### src/rtl/tick_pkg.sv
// Shared constants and types for the tick dispatcher and its per-channel counters.
package tick_pkg;

  localparam int NUM_CH   = 3;
  localparam int PEND_W   = 2;
  localparam int PEND_MAX = 2**PEND_W - 1;

  // Tick channel identities, in arbitration index order.
  typedef enum logic [1:0] {
    CH_SCRIPT = 2'd0,
    CH_GAME   = 2'd1,
    CH_BOSS   = 2'd2
  } ch_e;

  // Dispatcher handshake states.
  typedef enum logic {
    ST_IDLE = 1'b0,
    ST_REQ  = 1'b1
  } state_e;

endpackage

### src/rtl/tick_pending_ctr.sv
// Saturating up/down pending counter for one tick channel, with a sticky
// overrun flag raised when a tick arrives while the counter is already full.
module tick_pending_ctr #(
  parameter int PEND_W = 2
) (
  input  logic              clk,
  input  logic              rst_n,
  input  logic              inc,
  input  logic              dec,
  input  logic              clr_ovr,
  output logic [PEND_W-1:0] count,
  output logic              overrun
);

  localparam logic [PEND_W-1:0] CNT_MAX = '1;

  logic [PEND_W-1:0] count_reg, count_next;
  logic              ovr_reg, ovr_next;
  logic              sat_hit;

  // Next count: simultaneous inc and dec cancel; a full counter drops the tick.
  always_comb begin
    count_next = count_reg;
    sat_hit    = 1'b0;
    if (inc && !dec) begin
      if (count_reg == CNT_MAX) begin
        sat_hit = 1'b1;
      end else begin
        count_next = count_reg + 1'b1;
      end
    end else if (dec && !inc && (count_reg != '0)) begin
      count_next = count_reg - 1'b1;
    end
    // A lost tick in the clearing cycle must still be reported.
    if (sat_hit) begin
      ovr_next = 1'b1;
    end else if (clr_ovr) begin
      ovr_next = 1'b0;
    end else begin
      ovr_next = ovr_reg;
    end
  end

  // Counter and overrun flag registers.
  always_ff @(posedge clk or negedge rst_n) begin
    if (!rst_n) begin
      count_reg <= '0;
      ovr_reg   <= 1'b0;
    end else begin
      count_reg <= count_next;
      ovr_reg   <= ovr_next;
    end
  end

  assign count   = count_reg;
  assign overrun = ovr_reg;

endmodule

### src/rtl/tick_dispatcher.sv
// Collects tick strobes into per-channel pending counts and issues one
// update request at a time to the game-update engine, round-robin.
module tick_dispatcher
  import tick_pkg::*;
#(
  parameter int NUM_CH = tick_pkg::NUM_CH,
  parameter int PEND_W = tick_pkg::PEND_W,
  localparam int CH_W  = (NUM_CH > 1) ? $clog2(NUM_CH) : 1
) (
  input  logic              clk,
  input  logic              rst_n,
  input  logic [NUM_CH-1:0] tick_i,
  output logic              upd_req_o,
  output logic [CH_W-1:0]   upd_ch_o,
  input  logic              upd_ack_i,
  output logic [NUM_CH-1:0] pending_o,
  output logic [NUM_CH-1:0] overrun_o,
  input  logic              clr_overrun_i,
  output logic              busy_o
);

  state_e            state_reg, state_next;
  logic [CH_W-1:0]   ch_reg, ch_next;
  logic [CH_W-1:0]   last_reg, last_next;
  logic              accept;
  logic              grant_found;
  logic [CH_W-1:0]   grant_ch;
  logic [CH_W-1:0]   rr_idx [NUM_CH];
  logic [PEND_W-1:0] count [NUM_CH];

  assign accept = upd_req_o && upd_ack_i;

  // One counter per channel; only the granted channel sees the acceptance.
  for (genvar gi = 0; gi < NUM_CH; gi++) begin : g_ch
    tick_pending_ctr #(
      .PEND_W(PEND_W)
    ) u_ctr (
      .clk     (clk),
      .rst_n   (rst_n),
      .inc     (tick_i[gi]),
      .dec     (accept && (ch_reg == CH_W'(gi))),
      .clr_ovr (clr_overrun_i),
      .count   (count[gi]),
      .overrun (overrun_o[gi])
    );
    assign pending_o[gi] = |count[gi];
    // Search order: the channel after the last granted one comes first.
    assign rr_idx[gi] = CH_W'((int'(last_reg) + gi + 1) % NUM_CH);
  end

  // Round-robin pick of the first pending channel in search order.
  always_comb begin
    grant_found = 1'b0;
    grant_ch    = '0;
    for (int k = 0; k < NUM_CH; k++) begin
      if (!grant_found && pending_o[rr_idx[k]]) begin
        grant_found = 1'b1;
        grant_ch    = rr_idx[k];
      end
    end
  end

  // State, granted channel and last-granted pointer registers.
  always_ff @(posedge clk or negedge rst_n) begin
    if (!rst_n) begin
      state_reg <= ST_IDLE;
      ch_reg    <= '0;
      last_reg  <= CH_W'(NUM_CH - 1);
    end else begin
      state_reg <= state_next;
      ch_reg    <= ch_next;
      last_reg  <= last_next;
    end
  end

  // Next state: grant from IDLE, return to IDLE on acceptance.
  always_comb begin
    state_next = state_reg;
    ch_next    = ch_reg;
    last_next  = last_reg;
    case (state_reg)
      ST_IDLE: begin
        if (grant_found) begin
          state_next = ST_REQ;
          ch_next    = grant_ch;
        end
      end
      ST_REQ: begin
        if (upd_ack_i) begin
          state_next = ST_IDLE;
          last_next  = ch_reg;
        end
      end
      default: state_next = ST_IDLE;
    endcase
  end

  // Outputs decoded straight from registered state.
  always_comb begin
    upd_req_o = (state_reg == ST_REQ);
    busy_o    = (state_reg == ST_REQ);
    upd_ch_o  = ch_reg;
  end

endmodule

### config.mk
export PLATFORM = sky130hd
export DESIGN_NAME = tick_dispatcher
export DESIGN_NICKNAME = d
export VERILOG_FILES = /design/src/rtl/tick_pkg.sv /design/src/rtl/tick_pending_ctr.sv /design/src/rtl/tick_dispatcher.sv
export SDC_FILE = /design/constraint.sdc
export NUM_CORES = 1
export LEC_CHECK = 0
export CAP_MARGIN = 40
export CORE_UTILIZATION = 30
export DETAILED_ROUTE_END_ITERATION = 8
export PLACE_DENSITY = 0.58
export SYNTH_ARGS = -nofsm -noshare
export SYNTH_HDL_FRONTEND = slang
export SYNTH_HIERARCHICAL = 1
export SYNTH_SLANG_ARGS = --single-unit
### constraint.sdc
create_clock -name clk -period 2.1 [get_ports clk]
set_clock_uncertainty 0.05 [all_clocks]
set_input_delay 0.21 -clock clk [delete_from_list [all_inputs] [get_ports clk]]
set_output_delay 0.21 -clock clk [all_outputs]
set_load 0.01 [all_outputs]
### Wires at chosen ports, followed through buffers, run 1

Scale: 8 px per um.
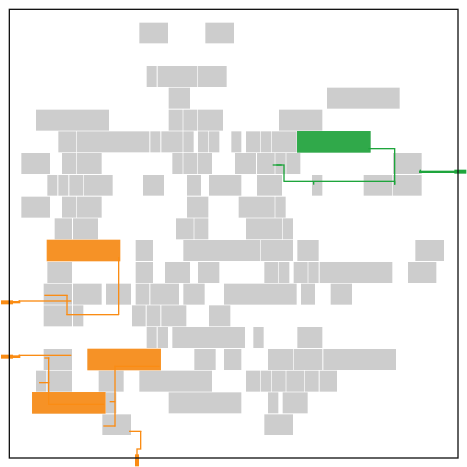
orange -> `overrun_o`  # direction output, end cells 3, buffers 3, wire 67.3 um
green -> `upd_req_o`  # direction output, end cells 1, buffers 1, wire 30.3 um
# IOs: 17
IO Port Bufs: 16

### Clock network drawn from the DEF, run 1

Scale: 4 px per um.
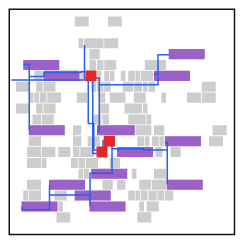
purple -> flip-flops  # count 14
blue -> clock wires  # length 221 um
red -> cells driving clock nets  # count 3
routed clock nets = 4
flops lie = spread over the die
Insertion Delay late pin: 0.28 ns
Power Clock: 199 uW
Clk network pwr share: 15.5%

### Cell outlines without signal wires, run 1

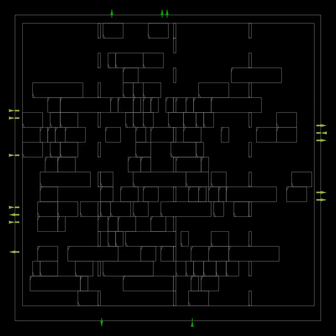
core area: 2758 um^2
flop share of the area: 31.47%
final non-filler cell total: 149
layout sequential cell count: 14
Cell Rows: 19

==> reports/results.txt, run 1 <==
CP Capture Type = flop
Pwr Density = 1151 nW/um^2
part of the cycle the worst path needs = 92.90%
Final TNS setup = 0 ns
synth top area cells = dfrtp_1, inv_1, nand2b_1
startpoint class of the critical path = flop
Dominant comb cell = simple AND/OR/NAND/NOR gates
Slew @ Worst Pin = 0.6410 ns
# clock sinks = 14
Initial Utilization = 31.62%
synthesized chip area reported by yosys = 872.1 um^2
Worst Setup Path Type = flop to flop
Synth mux share = 3.013%
leakage = 0.0004457 uW
Max Clk Rate = 512.6 MHz
drt drc = 0
adder share = 4.161%
XOR-XNOR Cells, Area Fraction = 0%
WHS = 0.2643 ns
status = finished, final reports clean
synth warn = 6
average size of a mapped cell = 8.991 um^2
mapped cell area = 872.1 um^2
Max Cap Viol = 0
aggregate global-route resource usage = 12.84%
DR vias/cell = 4.973
WP data arrival = 2.08 ns
DR iter-0 viols = 7
number of global-route vias before repair = 691
Rel. slew slack = 57.13%
WL/cell = 11.72 um
Mapped Cells = 97
Post-DP HPWL = 1348 um
RSZ-0062 raised after global routing = no
Hold-fix buffers, CTS = 0
Die W = 55.92 um
diode count = 0
Syn Nets = 106
Via Count = 741
GP Congestion = 0.8475
Area leader share = 37.30%
Post-synth seq share = 40.32%
share of layout cells above drive strength 1 = 19.49%
final setup fails = 0
worst path cell trace = ha_1 > maj3_2 > a211o_1 > mux2_4
slowest CP cell = dfstp_2
placed inst area = 1081 um^2
clock root cell = clkbuf_4
drt first pass iters = 4
min Tclk post-route = 1.951 ns
CTS tree = yes
Post-CTS Setup Repair Bufs = 0
peak supply drop = 0.5981 mV
CP bufs+invs = 0
H-tree Lvls = 1
Registers, synthesis = 14
Hold WC Path Type = input pin to asynchronous set/reset pin
fin. max-slew vios = 0
cell taking the most area after synthesis = dfrtp_1
number of antenna violations at the first check in global routing = 0
largest net degree at the start of global routing = 15
worst-path maximum fanout = 6
reg-to-reg slack, setup = 0.15 ns
Worst-path clk slew = 0.09 ns
die height = 55.92 um
CTS buffer count = 3
Max Root-Sink Buffers = 2
final instance area = 1117 um^2
Top cell excl fill/tap = clkdlybuf4s50_1
first-pass GRT wire length = 3077 um
Crit path required time = 2.23 ns
final wirelength = 1746 um
tool warnings = 27
ys cells = 97
[run 1: synthesized netlist by cell type (all sizes together)]
cell type	instances
and3b	3
ha	2
or2	1
a31oi	1
nor3	7
nor4	1
maj3	1
nor2	9
a211o	1
buf	2
mux2	2
nand3	3
nor2b	3
nor3b	2
o31ai	1
nand2	4
o311ai	1
a21oi	8
dfrtp	13
dfstp	1
a32oi	1
o21ai	11
nand2b	6
inv	11
o21a	2
[run 1: final cells by class]
type | instances | area [um^2]
sequential | 14 | 351.6
inverter | 11 | 41.29
multi-input combinational | 70 | 466.7
fill | 278 | 1640
tap | 31 | 38.79
timing repair buffer | 19 | 182.7
clock buffer | 4 | 36.28
[run 1: metal layers]
metal	global-route usage [%]	vias to the layer above	share of wire (%)
met4	6.272	0	1.0
met5	0	-	0
met2	19.97	12	46
met3	3.023	2	3.1
met1	16.81	347	50
li1	-	380	-
[run 1: through the flow]
step           util, %  power, uW  cells  setup WS [ns]
2_1_floorplan        -      865.0     97         0.2163
3_3_place_gp     39.20       1083    145         0.1914
3_5_place_dp     39.20       1098    145         0.1625
4_1_cts          40.52       1305    149         0.1464
5_1_grt          40.52       1398    149        0.08516
6_report         40.52       1286    149         0.1490
[run 1: path summary, 6_finish.rpt]
kind / cells after the start / to / from
min in group clk: 2 / busy_o / upd_ack_i
worst max register to register: 4 / upd_ch_o[1] / last_reg[1]
max in group asynchronous: 1 / upd_ch_o[0] / rst_n
worst max-delay path: 4 / upd_ch_o[1] / last_reg[1]
worst min-delay path: 1 / g_ch[0].u_ctr/count[1] / rst_n
worst min register to register: 2 / g_ch[1].u_ctr/overrun / g_ch[1].u_ctr/overrun
[run 1: power by group]
part	internal, uW	switching, uW	total, uW
clock	105	93.4	199
sequential	368	89.0	457
combinational	323	307	630
total	796	490	1290
### Sequential cells grouped by signal name, run 1

Scale: 4 px per um. Other sequential cells in the stronger grey, the rest of the logic in the fainter grey.
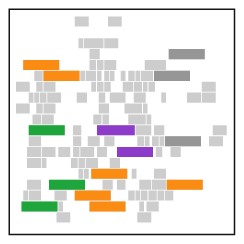

==> run 2: changes to the inputs <==
- CTS_CLUSTER_DIAMETER: unset -> 100
- clock period: 2.1 -> 1.9 ns (I/O delays scaled with it)
### Sequential cells grouped by signal name, run 2

Scale: 4 px per um. Other sequential cells in the stronger grey, the rest of the logic in the fainter grey.
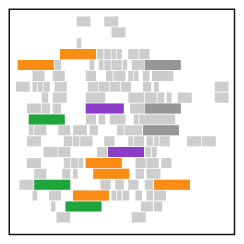
orange -> `g_ch.u_ctr/count`  # placed flops 6
green -> `g_ch.u_ctr/overrun`  # placed flops 3
purple -> `last_reg`  # placed flops 2
not coloured = 3
Reg area: 351.6 um^2
fin util: 42.88%
flop share of the area: 29.74%
Seq group: 515 uW

### Cells coloured by class, run 2

Scale: 4 px per um.
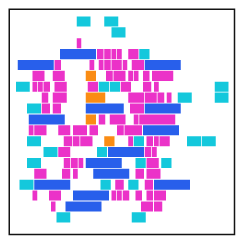
cyan -> other buffers and delay cells  # cells 25
blue -> flops  # cells 14
magenta -> all other logic  # cells 81
orange -> clock drivers and dummy loads  # cells 4
final instance area: 1182 um^2

### Wires at chosen ports, followed through buffers, run 2

Scale: 8 px per um.
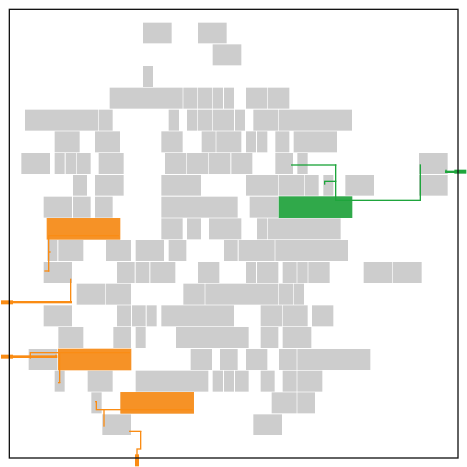
orange -> `overrun_o`  # direction output, end cells 3, buffers 3, wire 66.1 um
green -> `upd_req_o`  # direction output, end cells 1, buffers 1, wire 28.0 um

==> reports/results.txt, run 2 <==
worst path cell trace = ha_4 > maj3_2 > a211o_1 > mux2_4
Post-synth seq share = 40.32% (unchanged)
number of antenna violations at the first check in global routing = 0 (unchanged)
Cell Rows = 19 (unchanged)
average size of a mapped cell = 8.991 um^2 (unchanged)
top cells by count = dfrtp_1, inv_1, nor2_1
CP Capture Type = flop
Power Clock = 217 uW (+9%)
Top cell excl fill/tap = clkdlybuf4s50_1
Dominant comb cell = simple AND/OR/NAND/NOR gates
Via Count = 765 (+3.2%)
adder share = 4.161% (unchanged)
final setup fails = 0 (unchanged)
Critical R2R Launch = last_reg[1]
Initial Utilization = 31.62% (unchanged)
Power Combinational = 808 uW (+28%)
Hold-fix buffers, CTS = 0 (unchanged)
Mapped Cells = 97 (unchanged)
part of the cycle the worst path needs = 97.46% (+4.6 points)
first-pass GRT wire length = 3208 um (+4.3%)
CTS buffer count = 3 (unchanged)
dominant cell by count in the synthesized netlist = dfrtp_1
RR Endpoint = upd_ch_o[1]
reg2reg path depth = 4 (unchanged)
diode count = 0 (unchanged)
# IOs = 17 (unchanged)
Syn Nets = 106 (unchanged)
placed cells = 150 (+3.4%)
RSZ-0062 raised after global routing = no
Worst Setup Path Type = flop to flop
final non-filler cell total = 155 (+4.0%)
leakage = 0.0004776 uW (+7.1%)
aggregate global-route resource usage = 12.95% (+0.10 points)
synthesized chip area reported by yosys = 872.1 um^2 (unchanged)
WP data arrival = 1.97 ns (-0.11 ns)
mapped cell area = 872.1 um^2 (unchanged)
core area = 2758 um^2 (unchanged)
placed inst area = 1119 um^2 (+3.5%)
ys async rst share = 100.0% (unchanged)
synth warn = 6 (unchanged)
die height = 55.92 um (unchanged)
Top FF cell, synth = dfrtp_1
number of global-route vias before repair = 748 (+8.2%)
min Tclk post-route = 1.852 ns (-0.09929 ns)
XOR-XNOR Cells, Area Fraction = 0% (unchanged)
startpoint class of the critical path = flop
CP bufs+invs = 0 (unchanged)
IO Port Bufs = 16 (unchanged)
slowest CP cell = dfstp_2
total power = 1540 uW (+20%)
Sw Ratio = 37.50% (-0.59 points)
cell taking the most area after synthesis = dfrtp_1
Area leader share = 37.30% (unchanged)
P_int = 962.3 uW (+21%)
drt first pass iters = 3 (-1)
Clk network pwr share = 14.1% (-1.4 points)
tool warnings = 27 (unchanged)
clock root cell = clkbuf_4
Max Cap Viol = 0 (unchanged)
Final TNS setup = 0 ns (unchanged)
final wirelength = 1796 um (+2.9%)
largest net degree at the start of global routing = 15 (unchanged)
Max Root-Sink Buffers = 2 (unchanged)
share of layout cells above drive strength 1 = 26.61% (+7.1 points)
# clock sinks = 14 (unchanged)
synth top area cells = dfrtp_1, inv_1, nand2b_1
Registers, synthesis = 14 (unchanged)
Post-DP HPWL = 1380 um (+2.4%)
status = finished, final reports clean
logic gate share of total power = 52.5% (+3.5 points)
worst-path maximum fanout = 3 (-3)
Filler cells = 275 (-1.1%)
H-tree Lvls = 1 (unchanged)
Pwr Density = 1302 nW/um^2 (+13%)
drt drc = 0 (unchanged)
Synth mux share = 3.013% (unchanged)
Switch Pwr = 577.3 uW (+18%)
ys cells = 97 (unchanged)
Insertion Delay late pin = 0.28 ns (about the same)
Rel. slew slack = 56.50% (-0.63 points)
run 2: kinds of logic (layout without fill, tap and decap cells):
group | Yosys count | after routing
mux | 2 | 2
fa+ha+maj | 3 | 3
compound gates | 26 | 26
simple gates | 39 | 39
buf+inv | 13 | 40
flops | 14 | 14
run 2: per-stage QoR:
stage | utilization (%) | hold slack [ns] | setup slack, ns
after floorplan | - | -0.1556 | 0.01633
after global placement | 40.56 | 0.4478 | 0.04348
after detailed placement | 40.56 | 0.4567 | 0.01117
after CTS | 41.88 | 0.2799 | 0.01517
after global routing | 42.88 | 0.3031 | 0.001720
final | 42.88 | 0.2528 | 0.04830
run 2: what timing repair did:
item / 4_1_cts / 5_1_grt
pin swaps: 1 / 2
gates resized: 0 / 4
setup endpoints to repair: 1 / 2
cloned: 0 / 0
buffers inserted: 0 / 1
run 2: worst max-delay path by stage:
stage	from	to	slack, ns	cells past startpoint
6_report	last_reg[1]	upd_ch_o[1]	0.05	4
5_1_grt	g_ch[1].u_ctr/count[1]	pending_o[1]	0.002	3
4_1_cts	g_ch[2].u_ctr/count[0]	pending_o[2]	0.02	3
3_5_place_dp	last_reg[1]	upd_ch_o[1]	0.01	4
3_3_place_gp	last_reg[1]	upd_ch_o[1]	0.04	4
2_1_floorplan	last_reg[1]	upd_ch_o[1]	0.02	4
run 2: final cells by class:
cell class | count | area share (%)
clock buffer | 4 | 3.069
tap | 31 | 3.280
multi-input combinational | 70 | 41.16
inverter | 11 | 3.492
timing repair buffer | 25 | 19.26
sequential | 14 | 29.74
run 2: metal layers:
layer  track usage (%)  vias up  wire [um]  share of wire (%)
li1                  -      390          -                  -
met4             3.136        0          6               0.33
met3             2.791        2         69                3.8
met2             22.03       12        881                 49
met1             16.84      361        838                 47
met5                 0        -          0                  0
Power and IR drop assume default switching activity.
